==> src/rtl/memory_bus_arbiter_if.sv <==
// Generic valid/ready memory bus bundle; LANES parallel request/response ports
// sharing one response data bus.
interface memory_bus_arbiter_if #(
  parameter int LANES = 1,
  parameter int AW    = 32,
  parameter int DW    = 24
);
  logic [LANES-1:0]    req_valid;
  logic [LANES-1:0]    req_ready;
  logic [LANES*AW-1:0] req_address;
  logic [LANES-1:0]    req_write;
  logic [LANES*DW-1:0] req_data;
  logic [LANES-1:0]    resp_valid;
  logic [LANES-1:0]    resp_ready;
  logic [DW-1:0]       resp_data;

  modport master (
    output req_valid, req_address, req_write, req_data, resp_ready,
    input  req_ready, resp_valid, resp_data
  );

  modport slave (
    input  req_valid, req_address, req_write, req_data, resp_ready,
    output req_ready, resp_valid, resp_data
  );
endinterface

==> src/rtl/memory_bus_arbiter.sv <==
// Round-robin merge of NUM_MASTERS request ports onto one memory slave, with an
// in-order tag FIFO steering each slave response back to its issuing master.
//
// state | meaning
// IDLE  | no request presented; pick next requester if a tag slot is free
// GRANT | master[grant] drives the slave request until the slave accepts it
module memory_bus_arbiter #(
  parameter int NUM_MASTERS     = 4,
  parameter int DATA_WIDTH      = 24,
  parameter int ADDRESS_WIDTH   = 32,
  parameter int MAX_OUTSTANDING = 4
) (
  input  logic                                  clock,
  input  logic                                  reset,
  memory_bus_arbiter_if.slave                   m_bus,
  memory_bus_arbiter_if.master                  s_bus,
  output logic [$clog2(MAX_OUTSTANDING+1)-1:0]  outstanding
);
  localparam int GW = (NUM_MASTERS > 1) ? $clog2(NUM_MASTERS) : 1;
  localparam int PW = (MAX_OUTSTANDING > 1) ? $clog2(MAX_OUTSTANDING) : 1;
  localparam int CW = $clog2(MAX_OUTSTANDING + 1);

  typedef enum logic {IDLE, GRANT} state_t;

  state_t        state, state_nxt;
  logic [GW-1:0] grant, grant_nxt;
  logic [GW-1:0] last_grant, last_grant_nxt;
  logic [GW-1:0] pick;
  logic          pick_found;
  int            idx;

  logic [GW-1:0] tag_mem [MAX_OUTSTANDING];
  logic [PW-1:0] wr_ptr, rd_ptr;
  logic [CW-1:0] count;
  logic [GW-1:0] head;
  logic          push, pop, empty, full;

  assign empty       = (count == '0);
  assign full        = (count == CW'(MAX_OUTSTANDING));
  assign head        = tag_mem[rd_ptr];
  assign outstanding = count;

  // First requester after last_grant, wrapping modulo NUM_MASTERS.
  always_comb begin
    pick       = '0;
    pick_found = 1'b0;
    idx        = 0;
    for (int i = 1; i <= NUM_MASTERS; i++) begin
      idx = (int'(last_grant) + i) % NUM_MASTERS;
      if (!pick_found && m_bus.req_valid[GW'(idx)]) begin
        pick       = GW'(idx);
        pick_found = 1'b1;
      end
    end
  end

  always_comb begin
    state_nxt         = state;
    grant_nxt         = grant;
    last_grant_nxt    = last_grant;
    push              = 1'b0;
    s_bus.req_valid   = '0;
    s_bus.req_address = '0;
    s_bus.req_write   = '0;
    s_bus.req_data    = '0;
    m_bus.req_ready   = '0;
    case (state)
      IDLE: begin
        if (pick_found && !full) begin
          grant_nxt = pick;
          state_nxt = GRANT;
        end
      end
      GRANT: begin
        s_bus.req_valid        = 1'b1;
        s_bus.req_address      = m_bus.req_address[int'(grant)*ADDRESS_WIDTH +: ADDRESS_WIDTH];
        s_bus.req_write        = m_bus.req_write[grant];
        s_bus.req_data         = m_bus.req_data[int'(grant)*DATA_WIDTH +: DATA_WIDTH];
        m_bus.req_ready[grant] = s_bus.req_ready[0];
        if (s_bus.req_ready[0]) begin
          push           = 1'b1;
          last_grant_nxt = grant;
          state_nxt      = IDLE;
        end
      end
      default: state_nxt = IDLE;
    endcase
  end

  // Responses return in issue order, so the FIFO head names the owner.
  always_comb begin
    m_bus.resp_valid       = '0;
    m_bus.resp_valid[head] = s_bus.resp_valid[0] && !empty;
    s_bus.resp_ready       = !empty && m_bus.resp_ready[head];
    m_bus.resp_data        = s_bus.resp_data;
  end

  assign pop = s_bus.resp_valid[0] && s_bus.resp_ready[0];

  always_ff @(posedge clock) begin
    if (reset) begin
      state      <= IDLE;
      grant      <= '0;
      last_grant <= GW'(NUM_MASTERS - 1);
      wr_ptr     <= '0;
      rd_ptr     <= '0;
      count      <= '0;
    end else begin
      state      <= state_nxt;
      grant      <= grant_nxt;
      last_grant <= last_grant_nxt;
      if (push) begin
        tag_mem[wr_ptr] <= grant;
        wr_ptr          <= wr_ptr + 1'b1;
      end
      if (pop) begin
        rd_ptr <= rd_ptr + 1'b1;
      end
      case ({push, pop})
        2'b10:   count <= count + 1'b1;
        2'b01:   count <= count - 1'b1;
        default: count <= count;
      endcase
    end
  end

  // A response with no tag outstanding means the slave broke protocol.
  always_ff @(posedge clock) begin
    if (!reset) begin
      assert (!(s_bus.resp_valid[0] && empty));
    end
  end
endmodule

==> src/flat_wrapper.sv <==
// flat-port wrapper written by rule: the top's interface ports become plain ports
module memory_bus_arbiter_flat 
#(
  parameter int NUM_MASTERS     = 4,
  parameter int DATA_WIDTH      = 24,
  parameter int ADDRESS_WIDTH   = 32,
  parameter int MAX_OUTSTANDING = 4
)
  (clock, reset, outstanding, m_bus_req_valid, m_bus_req_address, m_bus_req_write, m_bus_req_data, m_bus_resp_ready, m_bus_req_ready, m_bus_resp_valid, m_bus_resp_data, s_bus_req_valid, s_bus_req_address, s_bus_req_write, s_bus_req_data, s_bus_resp_ready, s_bus_req_ready, s_bus_resp_valid, s_bus_resp_data);
  memory_bus_arbiter_if #(.LANES((4)), .AW((32)), .DW((24))) m_bus_i ();
  memory_bus_arbiter_if #(.LANES(1), .AW((32)), .DW((24))) s_bus_i ();
  input  logic clock;
  input  logic reset;
  output logic [$clog2(MAX_OUTSTANDING+1)-1:0] outstanding;
  input wire logic [$bits(m_bus_i.req_valid)-1:0] m_bus_req_valid;
  input wire logic [$bits(m_bus_i.req_address)-1:0] m_bus_req_address;
  input wire logic [$bits(m_bus_i.req_write)-1:0] m_bus_req_write;
  input wire logic [$bits(m_bus_i.req_data)-1:0] m_bus_req_data;
  input wire logic [$bits(m_bus_i.resp_ready)-1:0] m_bus_resp_ready;
  output wire logic [$bits(m_bus_i.req_ready)-1:0] m_bus_req_ready;
  output wire logic [$bits(m_bus_i.resp_valid)-1:0] m_bus_resp_valid;
  output wire logic [$bits(m_bus_i.resp_data)-1:0] m_bus_resp_data;
  output wire logic [$bits(s_bus_i.req_valid)-1:0] s_bus_req_valid;
  output wire logic [$bits(s_bus_i.req_address)-1:0] s_bus_req_address;
  output wire logic [$bits(s_bus_i.req_write)-1:0] s_bus_req_write;
  output wire logic [$bits(s_bus_i.req_data)-1:0] s_bus_req_data;
  output wire logic [$bits(s_bus_i.resp_ready)-1:0] s_bus_resp_ready;
  input wire logic [$bits(s_bus_i.req_ready)-1:0] s_bus_req_ready;
  input wire logic [$bits(s_bus_i.resp_valid)-1:0] s_bus_resp_valid;
  input wire logic [$bits(s_bus_i.resp_data)-1:0] s_bus_resp_data;
  assign m_bus_i.req_valid = m_bus_req_valid;
  assign m_bus_i.req_address = m_bus_req_address;
  assign m_bus_i.req_write = m_bus_req_write;
  assign m_bus_i.req_data = m_bus_req_data;
  assign m_bus_i.resp_ready = m_bus_resp_ready;
  assign m_bus_req_ready = m_bus_i.req_ready;
  assign m_bus_resp_valid = m_bus_i.resp_valid;
  assign m_bus_resp_data = m_bus_i.resp_data;
  assign s_bus_req_valid = s_bus_i.req_valid;
  assign s_bus_req_address = s_bus_i.req_address;
  assign s_bus_req_write = s_bus_i.req_write;
  assign s_bus_req_data = s_bus_i.req_data;
  assign s_bus_resp_ready = s_bus_i.resp_ready;
  assign s_bus_i.req_ready = s_bus_req_ready;
  assign s_bus_i.resp_valid = s_bus_resp_valid;
  assign s_bus_i.resp_data = s_bus_resp_data;
  memory_bus_arbiter #(.NUM_MASTERS(NUM_MASTERS), .DATA_WIDTH(DATA_WIDTH), .ADDRESS_WIDTH(ADDRESS_WIDTH), .MAX_OUTSTANDING(MAX_OUTSTANDING)) u_core (.clock(clock), .reset(reset), .m_bus(m_bus_i), .s_bus(s_bus_i), .outstanding(outstanding));
endmodule
==> config.mk <==
export PLATFORM = sky130hd
export DESIGN_NAME = memory_bus_arbiter_flat
export DESIGN_NICKNAME = d
export VERILOG_FILES = /design/src/rtl/memory_bus_arbiter_if.sv /design/src/rtl/memory_bus_arbiter.sv /design/src/flat_wrapper.sv
export SDC_FILE = /design/constraint.sdc
export NUM_CORES = 1
export LEC_CHECK = 0
export CAP_MARGIN = 20
export CORE_AREA = 3 3 136 138
export CTS_CLUSTER_DIAMETER = 40
export DETAILED_ROUTE_END_ITERATION = 12
export DIE_AREA = 0 0 139 141
export GPL_TIMING_DRIVEN = 0
export SYNTH_ARGS = -nofsm -noshare
export SYNTH_HDL_FRONTEND = slang
export SYNTH_SLANG_ARGS = --single-unit
==> constraint.sdc <==
create_clock -name clock -period 3.34 [get_ports clock]
set_input_delay 1.002 -clock clock [delete_from_list [all_inputs] [get_ports clock]]
set_output_delay 1.002 -clock clock [all_outputs]
set_load 0.02 [all_outputs]
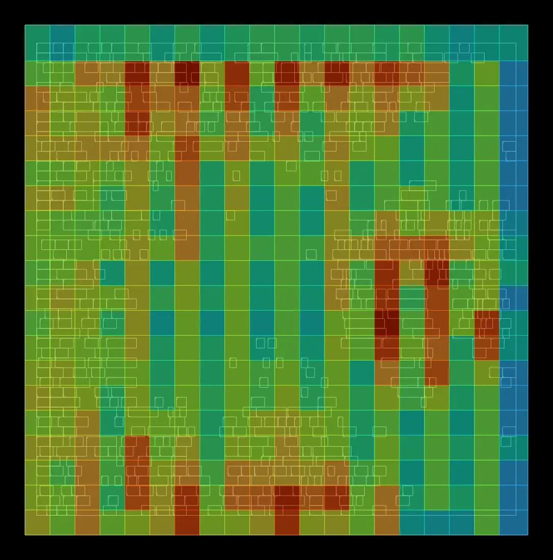
**Above:** run 1 (congestion heat map).
Global Route met2 Usage: 30.2%
met3 Use GR: 3.15%
final core utilization: 37.7%
WL per Instance: 19.5 microns

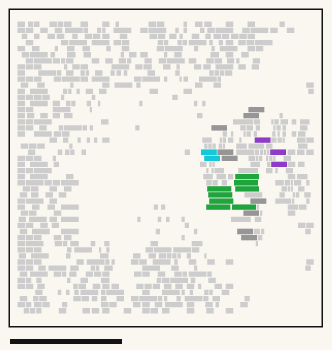
**Above:** run 1 (register map, names as in the netlist).
Scale bar: 50 microns. Other sequential cells in the stronger gray, the rest of the logic in the fainter gray.
| color | netlist name | flops |
|---|---|---|
| cyan | u_core.wr_ptr | 2 |
| green | u_core.tag_mem | 8 |
| purple | u_core.outstanding | 3 |
not colored: 9

==> results_dict.tcl, run 1 <==
# flow metrics
set metrics [dict create \
    rsz0062_at_grt "no" \
    die_area_sq_um 19600 \
    floorplan.nets 535 \
    ys_sh_simple_pct 18.3 \
    ys_area_sq_um 3040 \
    worst-path-buf-inv 2 \
    power_leakage_uw 0.00252 \
    powerDensity_nw_per_um2 242 \
    fp_util_pct 17.5 \
    ctsRootBufferMaster "clkbuf_16" \
    wl_met1_mm 5.85 \
    status "complete, no violations" \
    tightest_slew_ps 652 \
    final_cell_mix "clkdlybuf4s50_1 (265), mux4_2 (59), and2_1 (58)" \
    grt_max_degree 13 \
    gr-usage-all-layers_pct 15.5 \
    path_delay_family "buffers and inverters" \
    fin_skew_ps 5.68 \
    maxCapViolCount 0 \
    placed_cell_area_sq_um 6640 \
    via_per_inst 4.33 \
    syn_avg_cell_area_sq_um 11.5 \
    fa_ha_area_share_pct 2.72 \
    clk_pin_slew_ps 60 \
    finalPower_uw 1580 \
    busiest_layer "met2" \
    gp_congestion 0.933 \
    whs_ps 508 \
    ys_seq_share_pct 17.1 \
    ys_top_cells_by_area "mux4_2 (44%), and2_1 (12%), dfxtp_1 (9.2%)" \
    io_pins 358 \
    ys_cells 265 \
    synth_area_sq_um 3040 \
    pre_cts_ws_ps -579 \
    finalHoldViolCount 0 \
]
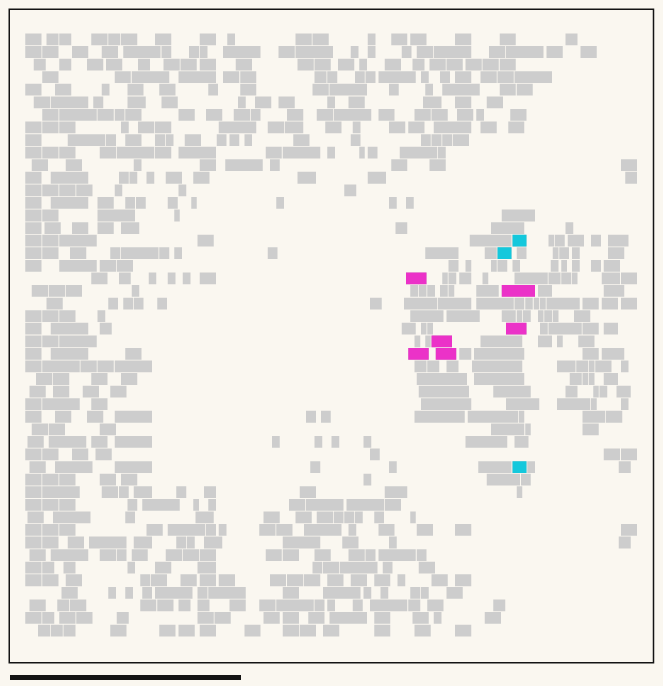
**Above:** run 1 (logic cells by family).
Scale bar: 50 microns.
| color | family | cells |
|---|---|---|
| magenta | fa/ha/maj cells | 6 |
| cyan | non-inverting ao/oa cells | 3 |
multi-input combinational area share: 33.4%
Non-Filler Instances: 826
Top cell excl fill/tap: clkdlybuf4s50_1

-- run 1: repair_timing --
item,4_1_cts,5_1_grt
resized,185,59
endpoints found under the setup margin,66,50
gates cloned,0,0
-- run 1: final cells by class --
cell class	instances	area [sq um]	area share [%]
timing repair buffer	332	3090	47.4
multi-input combinational	186	2180	33.4
sequential	22	520	7.97
buffer	48	339	5.19
tap	225	282	4.31
clock buffer	3	75.1	1.15
inverter	9	33.8	0.517
clock inverter	1	3.75	0.0575
-- run 1: sequential cells by signal (all words and copies together), names as in the netlist, named ones only --
signal and flops:
u_core.outstanding 3, u_core.state 1, u_core.rd_ptr 2, u_core.grant 2, u_core.tag_mem 8, u_core.wr_ptr 2, u_core.last_grant 2
==> inputs of run 2 (changes only) <==
--- a/config.mk
+++ b/config.mk
@@ -5,12 +5,14 @@
 export SDC_FILE = /design/constraint.sdc
 export NUM_CORES = 1
 export LEC_CHECK = 0
+export ABC_CLOCK_PERIOD_IN_PS = 3340
 export CAP_MARGIN = 20
 export CORE_AREA = 3 3 136 138
 export CTS_CLUSTER_DIAMETER = 40
 export DETAILED_ROUTE_END_ITERATION = 12
 export DIE_AREA = 0 0 139 141
 export GPL_TIMING_DRIVEN = 0
+export SLEW_MARGIN = 10
 export SYNTH_ARGS = -nofsm -noshare
 export SYNTH_HDL_FRONTEND = slang
 export SYNTH_SLANG_ARGS = --single-unit
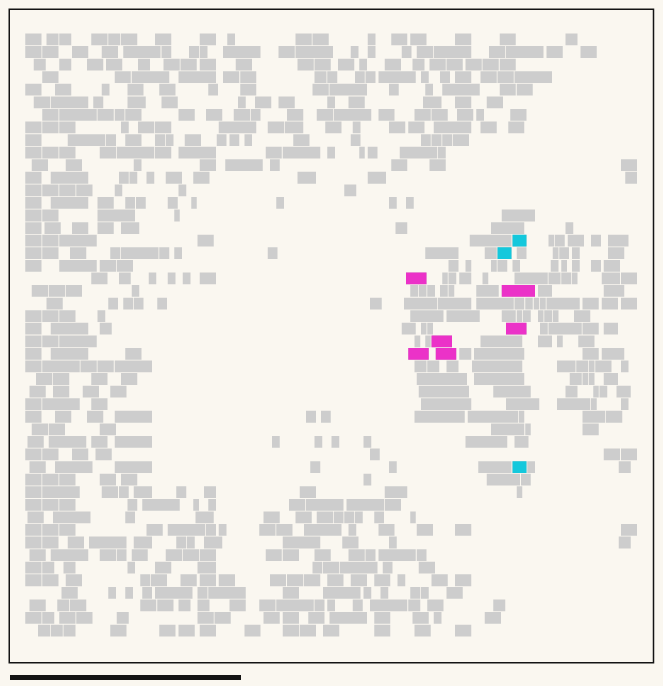
**Above:** run 2 (logic cells by family).
Scale bar: 50 microns.
| color | family | cells |
|---|---|---|
| magenta | fa/ha/maj cells | 6 |
| cyan | non-inverting ao/oa cells | 3 |

==> results_dict.tcl, run 2 <==
# flow metrics
set metrics [dict create \
    die_h_microns 141 \
    avgRoutedWirePerCell_microns 19.5 \
    largest-register "u_core.tag_mem" \
    whs_path_depth 1 \
    antenna_found_initial 0 \
    vdd_drop_max_v 0.000155 \
    finalPower_uw 1580 \
    placed_cell_area_sq_um 6640 \
    rsz0062_at_grt "no" \
    flop_area_sq_um 520 \
    via_per_inst 4.33 \
    io_pins 358 \
    clock-sinks 22 \
    busiest_layer "met2" \
    well_tap_count 225 \
    tightest_slew_ps 652 \
    seq_area_share_pct 7.97 \
    whs_ps 508 \
    gp_congestion 0.933 \
    synth_area_sq_um 3040 \
    n_all_buffers 380 \
    path_cells "clkdlybuf4s50_1, mux4_2, and2_1, clkdlybuf4s15_1" \
    met3_length_microns 976 \
    use_met3_pct 3.15 \
    synthAoiAreaFrac_pct 4.78 \
    buf_share_pct 52.5 \
    yosysMostFrequentCell "mux4_2" \
    dr_wl_met2_mm 9.02 \
    gr-usage-all-layers_pct 15.5 \
    powerDensity_nw_per_um2 242 \
    drt-initial-drc-count 102 \
    status "complete, no violations" \
    clk_share_pct 1.21 \
    logic_gate_count 186 \
    fin_util_pct 37.7 \
    final_cell_mix "clkdlybuf4s50_1 (265), mux4_2 (59), and2_1 (58)" \
    fin_skew_ps 5.68 \
    wl_met1_mm 5.85 \
    synth_top_cell_by_area "mux4_2" \
    grt_max_degree 13 \
    setup_violations 0 \
    clk_pin_slew_ps 60 \
    dp_hpwl_mm 14.3 \
    ys_seq_share_pct 17.1 \
    worst-path-buf-inv 2 \
    pre_cts_ws_ps -579 \
    ctsRootBufferMaster "clkbuf_16" \
    gr-usage-met2_pct 30.2 \
    syn_avg_cell_area_sq_um 11.5 \
    finalHoldViolCount 0 \
    nNonClkInverters 9 \
    maxCapViolCount 0 \
    use_met1_pct 17.2 \
    num_rows 48 \
    power_leakage_uw 0.00252 \
    post_cts_resized 185 \
    grt_overflow 0 \
    top_area_share_pct 43.8 \
    dp.cells 822 \
    pwr-share-clk_pct 15.9 \
    ys_area_sq_um 3040 \
    clkbuf_count 3 \
    clk_latency_ps 260 \
    fp_util_pct 17.5 \
    grt_pass1_wl_mm 23.7 \
    ys_cells 265 \
    path_delay_family "buffers and inverters" \
    fin_area_sq_um 6530 \
    floorplan.nets 535 \
    logic_area_sq_um 2180 \
    fa_ha_area_share_pct 2.72 \
    largest_class "buffers" \
    largest_reg_flops 8 \
    comb_area_share_pct 33.4 \
    max_stage_delay_ps 450 \
    die_area_sq_um 19600 \
    cts_htree_levels 1 \
    layout_top_cell "clkdlybuf4s50_1" \
    ys_sh_simple_pct 18.3 \
    synth_cells 265 \
    tool_warnings 30 \
    fin_cells 826 \
    ys_top_cells_by_area "mux4_2 (44%), and2_1 (12%), dfxtp_1 (9.2%)" \
    ff_count 22 \
]
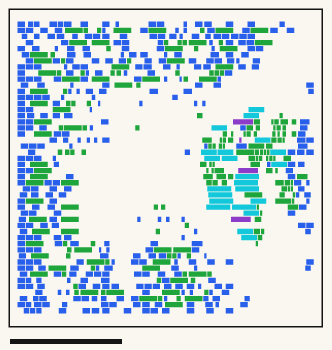
**Above:** run 2 (cells colored by class).
Scale bar: 50 microns.
| color | class | cells |
|---|---|---|
| blue | remaining buffers and delay cells | 380 |
| purple | clock drivers and dummy loads | 4 |
| green | remaining logic cells | 195 |
| cyan | registers | 22 |

[run 2: cell counts after synthesis]
No cell type changed its count.
[run 2: worst max path at each step]
stage                          from                    end  slack, ps  cells after the start
2_1_floorplan      s_bus_resp_valid  u_core.outstanding[2]        490                      8
3_3_place_gp        s_bus_req_ready     m_bus_req_ready[2]       -600                      5
3_5_place_dp        s_bus_req_ready     m_bus_req_ready[2]       -580                      5
4_1_cts        m_bus_req_address[2]   s_bus_req_address[2]        -10                      4
5_1_grt          m_bus_req_data[59]     s_bus_req_data[11]          1                      4
6_report         m_bus_req_data[58]     s_bus_req_data[10]         20                      4
[run 2: power by group through the flow]
stage                     Clock [uW]  Combinational [uW]  Sequential [uW]
after floorplan                    0                 512              316
after global placement             0                1070              314
after detailed placement           0                1080              315
after CTS                        253                1060              310
after global routing             265                1090              313
final                            251                1020              310
No activity file was given, so power comes from the tool's default toggle rates.
